**src/rtl/uart_wb_bridge.sv**
```systemverilog
// uart_wb_bridge: turns UART byte commands into single 32-bit Wishbone transactions
module uart_wb_bridge #(
  parameter int wb_timeout = 1023
) (
  input  logic        clk,
  input  logic        reset,
  input  logic [7:0]  rx_data,
  input  logic        rx_avail,
  output logic        rx_ack,
  output logic [7:0]  tx_data,
  output logic        tx_wr,
  input  logic        tx_busy,
  output logic [31:0] wb_adr_o,
  output logic [31:0] wb_dat_o,
  input  logic [31:0] wb_dat_i,
  output logic [3:0]  wb_sel_o,
  output logic        wb_we_o,
  output logic        wb_cyc_o,
  output logic        wb_stb_o,
  input  logic        wb_ack_i
);
  typedef enum logic [2:0] {IDLE, ADDR, DATA, WB, RESP} state_t;
  state_t state, state_n;
  logic we, we_n, ack_q, tx_gap, take, send, wb_done;
  logic [1:0] cnt, cnt_n;
  logic [2:0] rn, rn_n;
  logic [9:0] tmo, tmo_n;
  logic [31:0] adr_n, dat_n, rbuf, rbuf_n;
  logic [7:0] tx_data_n;
  // a byte is taken in a receiving state unless it was just acknowledged last cycle
  assign take = reset && rx_avail && !ack_q && (state == IDLE || state == ADDR || state == DATA);
  // transmit only when the uart is idle and at least one cycle has passed since the last strobe
  assign send = state == RESP && !tx_wr && !tx_gap && !tx_busy;
  // the bus cycle lasts exactly as long as the WB state, so a late ack cannot restart it
  assign wb_done = wb_ack_i || tmo == 10'(wb_timeout - 1);
  assign rx_ack = take;
  assign wb_cyc_o = state == WB;
  assign wb_stb_o = wb_cyc_o;
  assign wb_we_o = wb_cyc_o && we;
  assign wb_sel_o = {4{wb_cyc_o}};
  // command parser, bus sequencer and reply queue next-state logic
  always_comb begin
    state_n = state;
    we_n = we;
    cnt_n = cnt;
    rn_n = rn;
    tmo_n = state == WB ? tmo + 10'd1 : 10'd0;
    adr_n = wb_adr_o;
    dat_n = wb_dat_o;
    rbuf_n = rbuf;
    tx_data_n = tx_data;
    case (state)
      IDLE: if (take) begin
        we_n = rx_data == 8'h77;
        cnt_n = 2'd0;
        state_n = (rx_data == 8'h77 || rx_data == 8'h72) ? ADDR : RESP;
        rbuf_n = {8'h3F, 24'h0};
        rn_n = 3'd1;
      end
      ADDR: if (take) begin
        adr_n = {wb_adr_o[23:0], rx_data};
        cnt_n = cnt + 2'd1;
        state_n = cnt != 2'd3 ? ADDR : we ? DATA : WB;
      end
      DATA: if (take) begin
        dat_n = {wb_dat_o[23:0], rx_data};
        cnt_n = cnt + 2'd1;
        state_n = cnt == 2'd3 ? WB : DATA;
      end
      WB: if (wb_done) begin
        state_n = RESP;
        rn_n = wb_ack_i && !we ? 3'd4 : 3'd1;
        rbuf_n = !wb_ack_i ? {8'h21, 24'h0} : we ? {8'h2E, 24'h0} : wb_dat_i;
      end
      RESP: if (send) begin
        tx_data_n = rbuf[31:24];
        rbuf_n = {rbuf[23:0], 8'h0};
        rn_n = rn - 3'd1;
        state_n = rn == 3'd1 ? IDLE : RESP;
      end
      default: state_n = IDLE;
    endcase
  end
  // state and datapath registers with synchronous active-low reset
  always_ff @(posedge clk) begin
    if (!reset) begin
      state <= IDLE;
      we <= 1'b0;
      cnt <= 2'd0;
      rn <= 3'd0;
      tmo <= 10'd0;
      wb_adr_o <= 32'h0;
      wb_dat_o <= 32'h0;
      rbuf <= 32'h0;
      tx_data <= 8'h0;
      tx_wr <= 1'b0;
      tx_gap <= 1'b0;
      ack_q <= 1'b0;
    end else begin
      state <= state_n;
      we <= we_n;
      cnt <= cnt_n;
      rn <= rn_n;
      tmo <= tmo_n;
      wb_adr_o <= adr_n;
      wb_dat_o <= dat_n;
      rbuf <= rbuf_n;
      tx_data <= tx_data_n;
      tx_wr <= send;
      tx_gap <= tx_wr;
      ack_q <= take;
    end
  end
endmodule

```
**config.mk**
```make
export PLATFORM = sky130hd
export DESIGN_NAME = uart_wb_bridge
export DESIGN_NICKNAME = d
export VERILOG_FILES = /design/src/rtl/uart_wb_bridge.sv
export SDC_FILE = /design/constraint.sdc
export NUM_CORES = 1
export LEC_CHECK = 0
export CELL_PAD_IN_SITES_DETAIL_PLACEMENT = 1
export CELL_PAD_IN_SITES_GLOBAL_PLACEMENT = 2
export CORE_MARGIN = 2
export CORE_UTILIZATION = 29
export CTS_BUF_LIST = sky130_fd_sc_hd__clkbuf_4
export CTS_CLUSTER_SIZE = 8
export DETAILED_ROUTE_END_ITERATION = 7
export PLACE_DENSITY_LB_ADDON = 0.3
export SYNTH_ARGS = -nofsm -noshare
export SYNTH_HDL_FRONTEND = slang
export SYNTH_SLANG_ARGS = --single-unit
export TNS_END_PERCENT = 10
```
**constraint.sdc**
```tcl
create_clock -name clk -period 2.3 [get_ports clk]
set_input_delay 0.69 -clock clk [delete_from_list [all_inputs] [get_ports clk]]
set_output_delay 0.69 -clock clk [all_outputs]
set_load 0.01 [all_outputs]
```
Fig. 1: metal 2
Cells faint in the background.
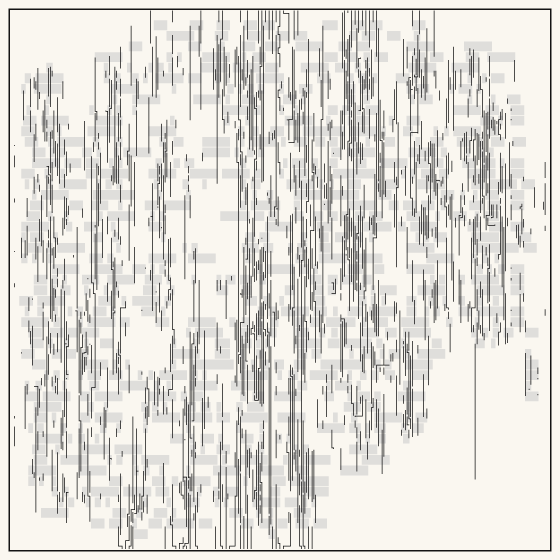
nets with wire on the layer: 714
share of all routed wire: 51%
met2 track demand over resource: 28.7%
sum of routed wire length over all layers: 15800 um
number of vias in the routed layout: 4919

==> Table 3: Implementation characteristics <==
Table: implementation figures

Parameter                              Value

CTS
  Clock Sinks    126
  Cts repair resizes    14
  Clock-pin slew on the worst setup and hold paths    110 ps
  Number of buffers between clock root and the deepest sink    2

Placed design
  Post-DP HPWL    11100 um

Detailed routing
  Met2 wirelength from detailed routing    8000 um
  Drt via density    4.87
  Sum of met3 wire segment lengths after detailed routing    1030 um

Yosys
  Logic family by area    simple AND/OR/NAND/NOR gates
  Most common flop cell mapped by yosys    dfxtp_1
  FA/HA/MAJ Cells, Area Fraction    1.19%

Hold path
  Worst Hold End    wb_dat_o[27]

Final timing
  Finish-stage setup viols    0
  Final worst-path cycle share    96.7%
  Worst hold slack across all endpoints    462 ps
  Worst Max-Slew Pin Slew    626 ps

Status
  Run status    finished, final reports clean

Layout
  Most frequently placed logic cell in the final layout    nand2_1
  Logic inverters    8
  Comb gate area    0.00248 sq mm
  Comb gates    452
  Number of sequential cells    126

Pwr
  Clk pwr share    40.7%
  Top Consumer    sequential cells

Floorplan
  Die ar.    0.0192 sq mm

Critical path
  Endpoint of the lowest-slack register-to-register path    rbuf[25]
Fig. 2: cell placement
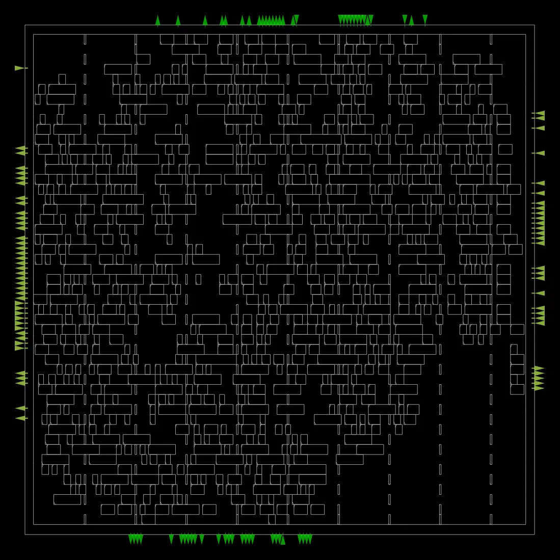
post-layout instance count excluding filler cells: 1011
register share of the cell area: 34.6%
Well Taps: 229
Fillers: 2128

-- how the worst max path moves through the flow --
stage,depth (start not counted),startpoint,endpoint
2_1_floorplan,4,state[0],wb_we_o
3_3_place_gp,4,rx_avail,rx_ack
3_5_place_dp,4,rx_avail,rx_ack
4_1_cts,4,rx_avail,rx_ack
5_1_grt,3,state[2],wb_sel_o[0]
6_report,3,state[2],wb_we_o
-- stage by stage --
step	cell area, sq um	setup WS (ps)	instances	utilization, %	setup TNS (ps)
2_1_floorplan	5250	274	639	-	0
3_5_place_dp	6930	-365	979	38.8	-2040
3_3_place_gp	6930	-338	979	38.8	-1290
5_1_grt	7290	-32.1	1011	40.9	-125
4_1_cts	7270	-58.9	1011	40.7	-60.5
6_report	7290	75.9	1011	40.9	0
Power and IR drop assume default switching activity.
